### config.mk
export PLATFORM = sky130hd
export DESIGN_NAME = disp_conv_sched
export DESIGN_NICKNAME = d
export VERILOG_FILES = /design/src/rtl/disp_pkg.sv /design/src/rtl/disp_rr_arbiter.sv /design/src/rtl/disp_conv_sched.sv
export SDC_FILE = /design/constraint.sdc
export NUM_CORES = 1
export LEC_CHECK = 0
export CAP_MARGIN = 20
export CORE_ASPECT_RATIO = 0.9
export CORE_UTILIZATION = 40
export DETAILED_ROUTE_END_ITERATION = 8
export GPL_TIMING_DRIVEN = 0
export PLACE_DENSITY = 0.73
export SETUP_SLACK_MARGIN = 0.02
export SLEW_MARGIN = 0
export SYNTH_ARGS = -nofsm -noshare
export SYNTH_HDL_FRONTEND = slang
export SYNTH_SLANG_ARGS = --single-unit
export TNS_END_PERCENT = 100
### constraint.sdc
create_clock -name clk -period 3.1 [get_ports clk]
set_input_delay 0.775 -clock clk [delete_from_list [all_inputs] [get_ports clk]]
set_output_delay 0.775 -clock clk [all_outputs]
set_load 0.03 [all_outputs]
### src/rtl/disp_pkg.sv
// Shared types and constants for the display conversion scheduler.
package disp_pkg;

  localparam int BCD_W      = 4;
  localparam int DATA_W     = 8;
  localparam int CONV_STEPS = 8;

  typedef enum logic [1:0] {
    IDLE,
    CONV,
    HOLD
  } state_e;

  function automatic logic [BCD_W-1:0] add3(
    input logic [BCD_W-1:0] n
  );
    return (n > 4'd4) ? n + 4'd3 : n;
  endfunction

endpackage

### src/rtl/disp_rr_arbiter.sv
// Round-robin pick: first set req bit at or above ptr, wrapping.
module disp_rr_arbiter #(
  parameter int NREQ = 4
) (
  input  logic [NREQ-1:0] req,
  input  logic [2:0]      ptr,
  output logic [NREQ-1:0] pick,
  output logic [2:0]      idx
);

  logic found;

  always_comb begin
    pick  = '0;
    idx   = '0;
    found = 1'b0;
    for (int i = 0; i < NREQ; i++) begin
      int j;
      j = int'(ptr) + i;
      if (j >= NREQ) j = j - NREQ;
      for (int k = 0; k < NREQ; k++) begin
        if (!found && k == j && req[k]) begin
          found   = 1'b1;
          pick[k] = 1'b1;
          idx     = 3'(k);
        end
      end
    end
  end

endmodule

### src/rtl/disp_conv_sched.sv
// Shares one sequential binary-to-BCD converter among NREQ byte sources,
// round-robin arbitrated, with a programmable display hold time.
module disp_conv_sched
  import disp_pkg::*;
#(
  parameter int NREQ        = 4,
  parameter int HOLD_CYCLES = 16
) (
  input  logic                   clk,
  input  logic                   rst,
  input  logic [NREQ-1:0]        req,
  input  logic [DATA_W*NREQ-1:0] data_in,
  input  logic [NREQ-1:0]        signed_in,
  output logic [NREQ-1:0]        grant,
  output logic                   busy,
  output logic                   done,
  output logic [2:0]             src,
  output logic [BCD_W-1:0]       hundreds,
  output logic [BCD_W-1:0]       tens,
  output logic [BCD_W-1:0]       ones,
  output logic                   negative
);

  localparam int HW = $clog2(HOLD_CYCLES + 2);

  state_e            state_q, state_d;
  logic [2:0]        iter_q, iter_d;
  logic [HW-1:0]     hold_q, hold_d;
  logic [2:0]        ptr_q, ptr_d;
  logic [19:0]       sr_q, sr_d;
  logic              neg_lat_q, neg_lat_d;
  logic [2:0]        idx_q, idx_d;
  logic [NREQ-1:0]   grant_q, grant_d;
  logic              busy_q, busy_d;
  logic              done_q, done_d;
  logic [2:0]        src_q, src_d;
  logic [BCD_W-1:0]  hun_q, hun_d;
  logic [BCD_W-1:0]  ten_q, ten_d;
  logic [BCD_W-1:0]  one_q, one_d;
  logic              neg_q, neg_d;

  logic [NREQ-1:0]   pick;
  logic [2:0]        pick_idx;
  logic [DATA_W-1:0] byte_sel;
  logic              sgn_sel;
  logic [DATA_W-1:0] mag;
  logic [19:0]       sr_step;

  disp_rr_arbiter #(.NREQ(NREQ)) u_arb (
    .req  (req),
    .ptr  (ptr_q),
    .pick (pick),
    .idx  (pick_idx)
  );

  always_comb begin
    byte_sel = '0;
    sgn_sel  = 1'b0;
    for (int i = 0; i < NREQ; i++) begin
      if (pick[i]) begin
        byte_sel = byte_sel | data_in[DATA_W*i +: DATA_W];
        sgn_sel  = sgn_sel | signed_in[i];
      end
    end
  end

  // 8-bit negation suffices: the largest magnitude, 128, still fits.
  assign mag = (sgn_sel && byte_sel[7]) ? (~byte_sel + 8'd1) : byte_sel;

  assign sr_step = {add3(sr_q[19:16]), add3(sr_q[15:12]),
                    add3(sr_q[11:8]), sr_q[7:0]} << 1;

  always_comb begin
    state_d   = state_q;
    iter_d    = iter_q;
    hold_d    = hold_q;
    ptr_d     = ptr_q;
    sr_d      = sr_q;
    neg_lat_d = neg_lat_q;
    idx_d     = idx_q;
    grant_d   = '0;
    busy_d    = busy_q;
    done_d    = 1'b0;
    src_d     = src_q;
    hun_d     = hun_q;
    ten_d     = ten_q;
    one_d     = one_q;
    neg_d     = neg_q;
    unique case (state_q)
      IDLE: begin
        if (|req) begin
          grant_d   = pick;
          busy_d    = 1'b1;
          state_d   = CONV;
          iter_d    = '0;
          idx_d     = pick_idx;
          ptr_d     = (pick_idx == 3'(NREQ - 1)) ? 3'd0
                                                 : pick_idx + 3'd1;
          sr_d      = {12'd0, mag};
          neg_lat_d = sgn_sel && byte_sel[7];
        end
      end
      CONV: begin
        sr_d   = sr_step;
        iter_d = iter_q + 3'd1;
        if (iter_q == 3'(CONV_STEPS - 1)) begin
          hun_d  = sr_step[19:16];
          ten_d  = sr_step[15:12];
          one_d  = sr_step[11:8];
          neg_d  = neg_lat_q;
          src_d  = idx_q;
          done_d = 1'b1;
          if (HOLD_CYCLES == 0) begin
            state_d = IDLE;
            busy_d  = 1'b0;
          end else begin
            state_d = HOLD;
            hold_d  = HW'(HOLD_CYCLES);
          end
        end
      end
      HOLD: begin
        hold_d = hold_q - HW'(1);
        if (hold_q == HW'(1)) begin
          state_d = IDLE;
          busy_d  = 1'b0;
        end
      end
      default: state_d = IDLE;
    endcase
  end

  always_ff @(posedge clk) begin
    if (rst) begin
      state_q   <= IDLE;
      iter_q    <= '0;
      hold_q    <= '0;
      ptr_q     <= '0;
      sr_q      <= '0;
      neg_lat_q <= 1'b0;
      idx_q     <= '0;
      grant_q   <= '0;
      busy_q    <= 1'b0;
      done_q    <= 1'b0;
      src_q     <= '0;
      hun_q     <= '0;
      ten_q     <= '0;
      one_q     <= '0;
      neg_q     <= 1'b0;
    end else begin
      state_q   <= state_d;
      iter_q    <= iter_d;
      hold_q    <= hold_d;
      ptr_q     <= ptr_d;
      sr_q      <= sr_d;
      neg_lat_q <= neg_lat_d;
      idx_q     <= idx_d;
      grant_q   <= grant_d;
      busy_q    <= busy_d;
      done_q    <= done_d;
      src_q     <= src_d;
      hun_q     <= hun_d;
      ten_q     <= ten_d;
      one_q     <= one_d;
      neg_q     <= neg_d;
    end
  end

  assign grant    = grant_q;
  assign busy     = busy_q;
  assign done     = done_q;
  assign src      = src_q;
  assign hundreds = hun_q;
  assign tens     = ten_q;
  assign ones     = one_q;
  assign negative = neg_q;

endmodule

Run 1, clock wiring as the flow saved it:
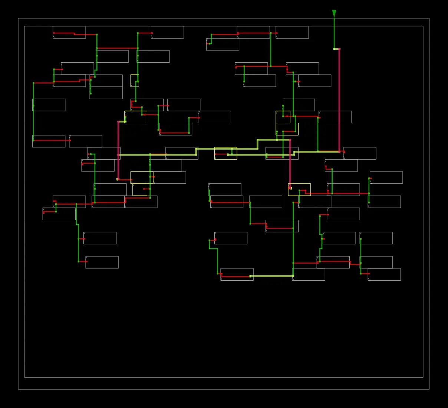
power in the clock group: 403 µW
clock net sink count: 56
Final Skew: 0.0148 ns
Num CTS Buffers: 5
latest clock arrival within the worst-skew pair: 0.31 ns

Run 1, wires at chosen ports, followed through buffers:
Scale: 4 px per µm.
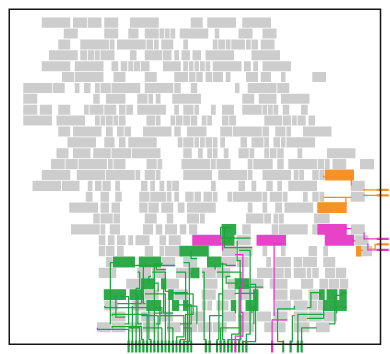
| port | colour | direction | edge | end cells | buffers | wire |
|---|---|---|---|---|---|---|
| src | orange | output | right | 3 | 3 | 30.2 µm |
| grant | magenta | output | 2 right, 2 bottom | 4 | 4 | 71.1 µm |
| data_in | green | input | bottom | 26 | 32 | 702 µm |

==> qor.rpt, run 1 <==
======================================================================================
Number of placed instances with taps included                                      513
Clock buffer depth                                                                   2
Non-clock buffer instance count of the final layout                                 78
Worst hold-check path type                                                     reg2reg
Proportion of netlist area held by the largest area contributor                  38.1%
Residual DRC count                                                                   0
Number of global-route vias before repair                                         2727
Cell area after layout                                                     0.00378 mm²
Max-slew headroom                                                                54.1%
CP max FO                                                                            7
Ant. Diodes                                                                          0
Largest net degree at the start of global routing                                   19
Internal reg-to-reg setup slack                                                0.76 ns
Top reg by flops                                                                  sr_q
Clock slew at the register clock pins of the worst setup and hold paths        0.11 ns
Area share of buffers outside the clock network                                  18.6%
Logic area                                                                 0.00167 mm²
Buffer cell driving the clock tree root                                   sky130_fd_sc_hd__clkbuf_8
# clk buffers                                                                        5
Number of cells in the finished layout apart from fillers                          521
Hold-fix buffers at CTS                                                              0
Critical path's top delay family                                          AND-OR/OR-AND gates
Num tapcells                                                                        93
Post-Synth Simple-Gate Area                                                      21.0%
Worst setup path category                                                       in2reg
Capture point of the worst reg-to-reg path                                     sr_q[2]
Worst Hold Path EP                                                              src[1]
Worst-path cell chain                                                     clkdlybuf4s50_1 -> o2bb2ai_1 -> a32o_1 -> and2_1 -> a211oi_4 -> or2_0 -> buf_2 -> o21ai_0 -> a31o_1
Routed Wire Length                                                             7500 µm
Power per Cell Area                                                         402 mW/mm²
Sequential standard cell area                                              0.00112 mm²
Boundary pin count                                                                  64
Cell Area, Synth                                                           0.00295 mm²
Post-DR wirelength/cell                                                        14.4 µm
Pre-antenna DRT Iters                                                                5
Syn-to-layout area delta                                                         28.2%
Startpoint of the lowest-slack hold path                                        src[1]
Slowest CP cell                                                           sky130_fd_sc_hd__clkdlybuf4s50_1
Initial antenna violation count                                                      0
Post-synthesis sequential area ratio                                             38.1%
Number of enable flip-flop cells                                                     0
Cell count in the Yosys report                                                     360
Multiplexer fraction of the synthesized cell area                                1.02%
Setup fix buffers added after clock tree synthesis                                   0
Most frequent logic cell in the layout                                    sky130_fd_sc_hd__clkdlybuf4s50_1
Stages on the worst setup path                                                       9
Pre-CTS WS                                                                   -0.291 ns
# fillers                                                                          696
Fraction of synthesis flops using an asynchronous set or reset pin                  0%
XOR/XNOR Fraction of Synth Area                                                  1.78%
1st-iter DRT viols                                                                 178
Area-dominant class                                                       multi-input combinational cells
Critical path required time                                                    3.32 ns
Post-synth area from yosys stat                                            0.00295 mm²
Post-Syn Nets                                                                      411
Period utilization                                                               95.5%
Number of instances resized during post-cts repair                                   0
Syn_area_per_cell                                                             8.18 µm²
Std-Cell Rows                                                                       29
Reg-to-reg startpoint                                                         ptr_q[0]
Unrepaired setup endpoints after global routing                                  false
Layout cells sized above 1                                                       6.78%
Adder and majority gate portion of the synthesized area                          3.82%
Outcome                                                                   complete, no violations
Critical Path Sink                                                             sr_q[3]
Routability Congestion                                                           0.827
======================================================================================
Run 1, routed clock nets over the placement:
Scale: 4 px per µm.
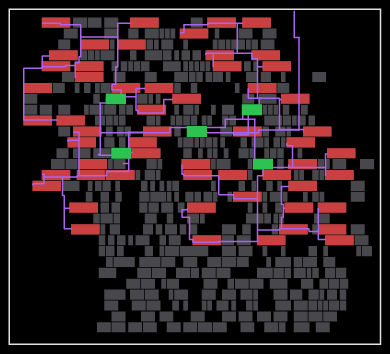
[cells driving clock nets] green | count: 5
[clock wires] purple | length: 579 µm
[flip-flops] red | count: 56
routed clock nets: 6

[run 1: worst min-delay path, stage by stage, from the launching register on]
cell and delay, ns:
sky130_fd_sc_hd__dfxtp_1 0.32, sky130_fd_sc_hd__nand2_1 0.05, sky130_fd_sc_hd__a21oi_1 0.05
[run 1: layer usage]
| layer | GRT usage [%] | up-vias | wire length [µm] |
|---|---|---|---|
| met5 | 0 | - | 0 |
| met4 | 3.98 | 0 | 66 |
| met3 | 2.75 | 9 | 269 |
| met2 | 32.7 | 55 | 3500 |
| met1 | 28.3 | 1371 | 3660 |
| li1 | - | 1452 | - |
[run 1: report_power, final]
part	leakage, nW	switching (mW)	internal [mW]
Clock	0.0485	0.240	0.162
Combinational	0.900	0.193	0.157
Sequential	0.455	0.0180	0.748
Run 1, signal wires on met3:
Scale: 4 px per µm.
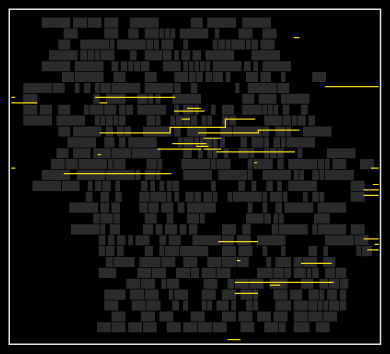

## Run 2: what changed since run 1
- PLACE_DENSITY: 0.73 -> 0.76
- RECOVER_POWER: not set -> 100
- clock period: 3.1 -> 2.45 ns (I/O delays scaled with it)
Run 2, signal wires on met3:
Scale: 4 px per µm.
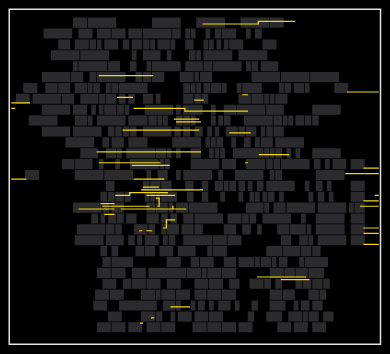
share of all routed wire: 4.4%
main direction: horizontal
nets with wire on the layer: 41

Run 2, clock wiring as the flow saved it:
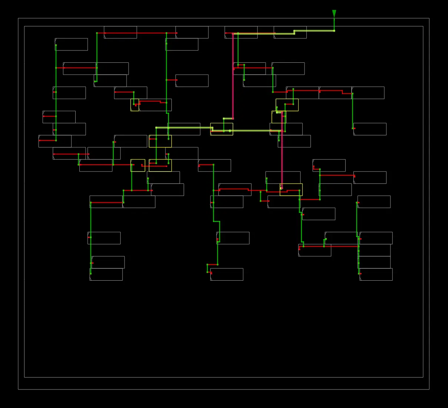
power in the clock group: 495 µW
layout sequential cell count: 56

==> run 2 against run 1 <==
Net effect: critical path depth is 1 higher; register-to-register slack got worse by 0.59 ns; critical endpoint is now sr_q[5]; sequential share of layout area down 0.48 points; highest routed layer unchanged; synthesized area unchanged.
==> qor.rpt, run 2 <==
======================================================================================
Outcome                                                                   complete, no violations
Power consumed by combinational cells                                           479 µW   +37%
Switching share of power                                                         29.5%   -0.22 points
Num tapcells                                                                        93   unchanged
Routed Wire Length                                                             7690 µm   +2.6%
1st-iter DRT viols                                                                 153   -14%
Net switching component of the power                                            573 µW   +27%
Worst-path cell chain                                                     buf_6 -> o21bai_1 -> buf_4 -> buf_4 -> nand3_1 -> o211ai_1 -> a221o_1 -> or4b_1 -> o32a_1 -> nand2_1
Slowest CP cell                                                           sky130_fd_sc_hd__or4b_1
Initial antenna violation count                                                      0   unchanged
Sequential standard cell area                                              0.00112 mm²   +0.11%
Post-Syn Nets                                                                      411   unchanged
Area share of buffers outside the clock network                                  19.3%   +0.62 points
Ant. Diodes                                                                          0   unchanged
Clock buffer depth                                                                   2   unchanged
Syn_area_per_cell                                                             8.18 µm²   unchanged
Buffer cell driving the clock tree root                                   sky130_fd_sc_hd__clkbuf_8
Clock net sink count                                                                56   unchanged
Multiplexer fraction of the synthesized cell area                                1.02%   unchanged
XOR/XNOR Fraction of Synth Area                                                  1.78%   unchanged
Met3 WL post-DR                                                                 335 µm   +25%
Critical path required time                                                    2.69 ns   -0.63 ns
Top reg by flops                                                                  sr_q
Power per Cell Area                                                         506 mW/mm²   +26%
Worst Hold Path EP                                                              src[1]
Final Skew                                                                   0.0123 ns   -0.00248 ns
Pre-CTS WS                                                                   -0.705 ns   -0.414 ns
Fraction of synthesis flops using an asynchronous set or reset pin                  0%   unchanged
Post-synthesis sequential area ratio                                             38.1%   unchanged
CP max FO                                                                            9   +2
Std-Cell Rows                                                                       29   unchanged
Max-slew headroom                                                                54.5%   +0.35 points
Busiest metal layer after global routing                                          met2
GR Util met3                                                                     2.29%   -0.46 points
Critical Path Sink                                                             sr_q[5]
Internal reg-to-reg setup slack                                                0.17 ns   -0.59 ns
Non-clock buffer instance count of the final layout                                 82   +5.1%
Post-Synth Simple-Gate Area                                                      21.0%   unchanged
# clk buffers                                                                        5   unchanged
Int Power                                                                      1.37 mW   +28%
Routability Congestion                                                           0.826   about the same
Capture point of the worst reg-to-reg path                                     sr_q[5]
Number of global-route vias before repair                                         2689   -1.4%
Worst hold slack after final layout                                           0.458 ns
Unrepaired setup endpoints after global routing                                  false
Post-synth area from yosys stat                                            0.00295 mm²   unchanged
Num CTS Buffers                                                                      5   unchanged
Syn-to-layout area delta                                                         30.5%
Met1 demand-to-capacity share in global routing                                  27.7%   -0.61 points
Proportion of netlist area held by the largest area contributor                  38.1%   unchanged
Largest cells by area after synthesis                                     sky130_fd_sc_hd__dfxtp_1 (38%), sky130_fd_sc_hd__a21oi_1 (5.4%), sky130_fd_sc_hd__nor2_1 (5.1%), sky130_fd_sc_hd__nand2_1 (4.6%), sky130_fd_sc_hd__ha_1 (3.8%)
Peak per-stage delay on the critical path                                      0.52 ns
Reg-to-reg startpoint                                                         ptr_q[1]
Cell area after layout                                                     0.00384 mm²   +1.8%
# fillers                                                                          665   -4.5%
Most frequent logic cell in the layout                                    sky130_fd_sc_hd__dfxtp_1
Clock slew at the register clock pins of the worst setup and hold paths        0.10 ns   about the same
Largest net degree at the start of global routing                                   19   unchanged
Power share of the sequential group                                              49.9%   -0.5 points
Worst hold-check path type                                                     reg2reg
Number of enable flip-flop cells                                                     0   unchanged
Adder and majority gate portion of the synthesized area                          3.82%   unchanged
Logic area                                                                 0.00169 mm²   +1.7%
Layout cells sized above 1                                                       9.26%   +2.5 points
Worst setup path category                                                      reg2reg
Group drawing the most power                                                 registers
Latest clock arrival within the worst-skew pair                                0.31 ns   about the same
Area-dominant class                                                       multi-input combinational cells
Logic gate share of total power                                                  24.6%   +1.6 points
Hold-fix buffers at CTS                                                              0   unchanged
Top routing layer in use                                                          met4
Startpoint of the lowest-slack hold path                                        src[1]
Boundary pin count                                                                  64   unchanged
======================================================================================
Run 2, wires at chosen ports, followed through buffers:
Scale: 4 px per µm.
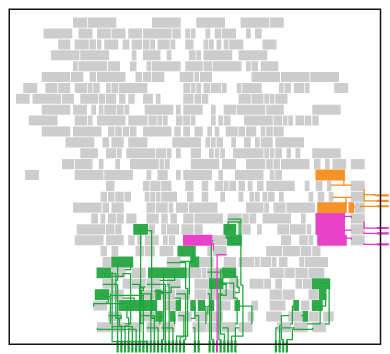
| port | colour | direction | edge | end cells | buffers | wire |
|---|---|---|---|---|---|---|
| src | orange | output | right | 3 | 3 | 28.2 µm |
| data_in | green | input | bottom | 26 | 32 | 696 µm |
| grant | magenta | output | 3 right, 1 bottom | 4 | 4 | 44.8 µm |

## run 2: through the flow
step | cells | setup TNS [ns]
after detailed placement | 513 | -15.50
after global placement | 513 | -13.47
after floorplan | 360 | 0
after CTS | 524 | 0
final | 525 | 0
after global routing | 525 | 0
## run 2: worst max-delay path: cells and delay by family (launching register included)
family / cells / cell delay (ns)
compound gates: 4 / 0.84
simple gates: 3 / 0.66
buf+inv: 3 / 0.40
flops: 1 / 0.32
## run 2: what timing repair did
| item | CTS | global route |
|---|---|---|
| gates resized | 13 | 11 |
| buffers inserted | 3 | 1 |
| pin swaps | 4 | 3 |
| setup endpoints to repair | 28 | 14 |
| endpoints found under the hold margin | 0 | 0 |
Run 2, placement by cell class:
Scale: 3 px per µm.
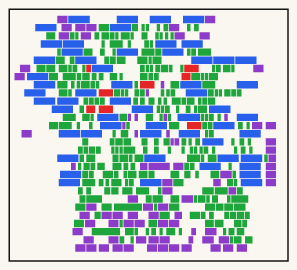

## Run 3: what changed since run 2
- clock period: 2.45 -> 1.95 ns (I/O delays scaled with it)
Run 3, placement by cell class:
Scale: 3 px per µm.
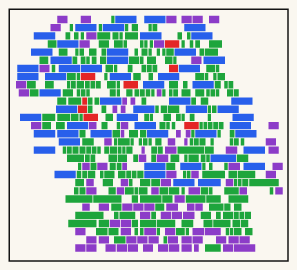
| class | colour | cells |
|---|---|---|
| flip-flops | blue | 56 |
| all other logic | green | 286 |
| other buffers and delay cells | purple | 98 |
| clock drivers and dummy loads | red | 8 |

Run 3, signal wires on met3:
Scale: 4 px per µm.
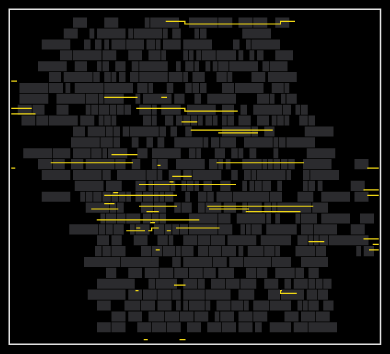
main direction: horizontal
share of all routed wire: 4.3%

==> run 3 against run 2 <==
Net effect: the run now ends with negative setup slack left; critical path depth decreased by 1; maximum frequency increased by 4.3%; hold slack better by 0.0084 ns; register-to-register slack worse by 0.41 ns; clock-buffer cell count unchanged; non-clock buffer count increased by 16; sequential power rose by 26%; final area grew 9.9%; worst setup slack worse by 0.41 ns; largest power group unchanged.
==> qor.rpt, run 3 <==
======================================================================================
Cell area after layout                                                     0.00422 mm²   +9.9%
Syn_area_per_cell                                                             8.18 µm²   unchanged
Syn-to-layout area delta                                                         43.4%
Buffering stage count on the worst path with inverters included                      2   -1
Largest cells by area after synthesis                                     sky130_fd_sc_hd__dfxtp_1 (38%), sky130_fd_sc_hd__a21oi_1 (5.4%), sky130_fd_sc_hd__nor2_1 (5.1%), sky130_fd_sc_hd__nand2_1 (4.6%), sky130_fd_sc_hd__ha_1 (3.8%)
Reg-to-reg startpoint                                                         ptr_q[1]
Worst setup path category                                                      reg2reg
Power per Cell Area                                                         636 mW/mm²   +26%
Latest clock arrival within the worst-skew pair                                0.31 ns   about the same
Number of enable flip-flop cells                                                     0   unchanged
Buffer cell driving the clock tree root                                   sky130_fd_sc_hd__clkbuf_8
Post-synthesis sequential area ratio                                             38.1%   unchanged
Post-synth area from yosys stat                                            0.00295 mm²   unchanged
Routed Wire Length                                                             8240 µm   +7.1%
Worst-path cell chain                                                     buf_6 -> o2bb2ai_4 -> a32oi_2 -> o211ai_1 -> a221o_1 -> buf_4 -> nor3_2 -> o221a_1 -> nand2_1
Post-Synth Simple-Gate Area                                                      21.0%   unchanged
Boundary pin count                                                                  64   unchanged
Power consumed by combinational cells                                           810 µW   +69%
Final setup viols                                                                    7
CP max FO                                                                            4   -5
Pre-CTS WS                                                                    -1.04 ns   -0.332 ns
Critical Path Sink                                                             sr_q[6]
Routability Congestion                                                           0.833   +0.74%
Number of global-route vias before repair                                         2871   +6.8%
Unrepaired setup endpoints after global routing                                   true
Worst Hold Path EP                                                             tens[3]
1st-iter DRT viols                                                                 172   +12%
Power share of the sequential group                                              45.6%   -4.3 points
Startpoint of the lowest-slack hold path                                       tens[3]
Multiplexer fraction of the synthesized cell area                                1.02%   unchanged
Final Skew                                                                  0.00958 ns   -0.00273 ns
Failing checks                                                            negative setup slack
Number of instances resized during post-cts repair                                  49   +36
Slowest CP cell                                                           sky130_fd_sc_hd__dfxtp_2
Switching share of power                                                         30.8%   +1.3 points
Fraction of synthesis flops using an asynchronous set or reset pin                  0%   unchanged
Logic gate share of total power                                                  30.2%   +5.6 points
Internal reg-to-reg setup slack                                               -0.23 ns   -0.41 ns
Worst hold slack after final layout                                           0.466 ns   +0.00836 ns
Stages on the worst setup path                                                       9   -1
XOR/XNOR Fraction of Synth Area                                                  1.78%   unchanged
Critical path's top delay family                                          AND-OR/OR-AND gates
Number of cells in the finished layout apart from fillers                          541   +3.0%
Capture point of the worst reg-to-reg path                                     sr_q[6]
Proportion of netlist area held by the largest area contributor                  38.1%   unchanged
Clock slew at the register clock pins of the worst setup and hold paths        0.11 ns   about the same
Clock buffer depth                                                                   2   unchanged
Ant. Diodes                                                                          0   unchanged
Int Power                                                                      1.86 mW   +36%
Critical path required time                                                    2.17 ns   -0.52 ns
Initial antenna violation count                                                      0   unchanged
Post-Syn Nets                                                                      411   unchanged
Power in the clock group                                                        652 µW   +32%
Outcome                                                                   finished, violations left
Peak per-stage delay on the critical path                                      0.35 ns   -0.17 ns
Std-Cell Rows                                                                       29   unchanged
Smallest setup slack after layout                                            -0.235 ns
Adder and majority gate portion of the synthesized area                          3.82%   unchanged
======================================================================================
Run 3, wires at chosen ports, followed through buffers:
Scale: 4 px per µm.
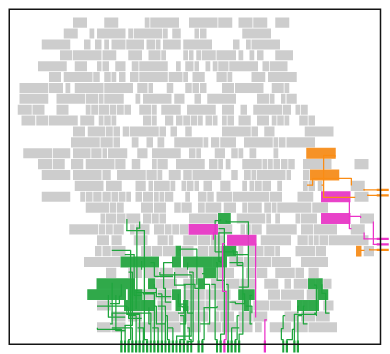
| port | colour | direction | edge | end cells | buffers | wire |
|---|---|---|---|---|---|---|
| src | orange | output | right | 3 | 3 | 46.0 µm |
| data_in | green | input | bottom | 26 | 32 | 742 µm |
| grant | magenta | output | 2 right, 2 bottom | 4 | 4 | 76.1 µm |

## run 3: area by class of cell
| class | count | area [µm²] | area share (%) |
|---|---|---|---|
| multi-input combinational | 265 | 1910 | 45.2 |
| sequential | 56 | 1130 | 26.7 |
| timing repair buffer | 81 | 771 | 18.2 |
| buffer | 17 | 130 | 3.08 |
| tap | 93 | 116 | 2.75 |
| inverter | 21 | 78.8 | 1.87 |
| clock buffer | 5 | 68.8 | 1.63 |
| clock inverter | 3 | 22.5 | 0.533 |
## run 3: routing by layer
layer  up-vias  share of wire (%)  global-route usage, %
met4         0                1.5                   6.11
li1       1482                  -                      -
met2        75                 49                   35.4
met5         -                  0                      0
met1      1444                 46                   29.4
met3        15                4.3                   3.02
Power figures rest on the tool's default switching activity, not on a simulated workload.
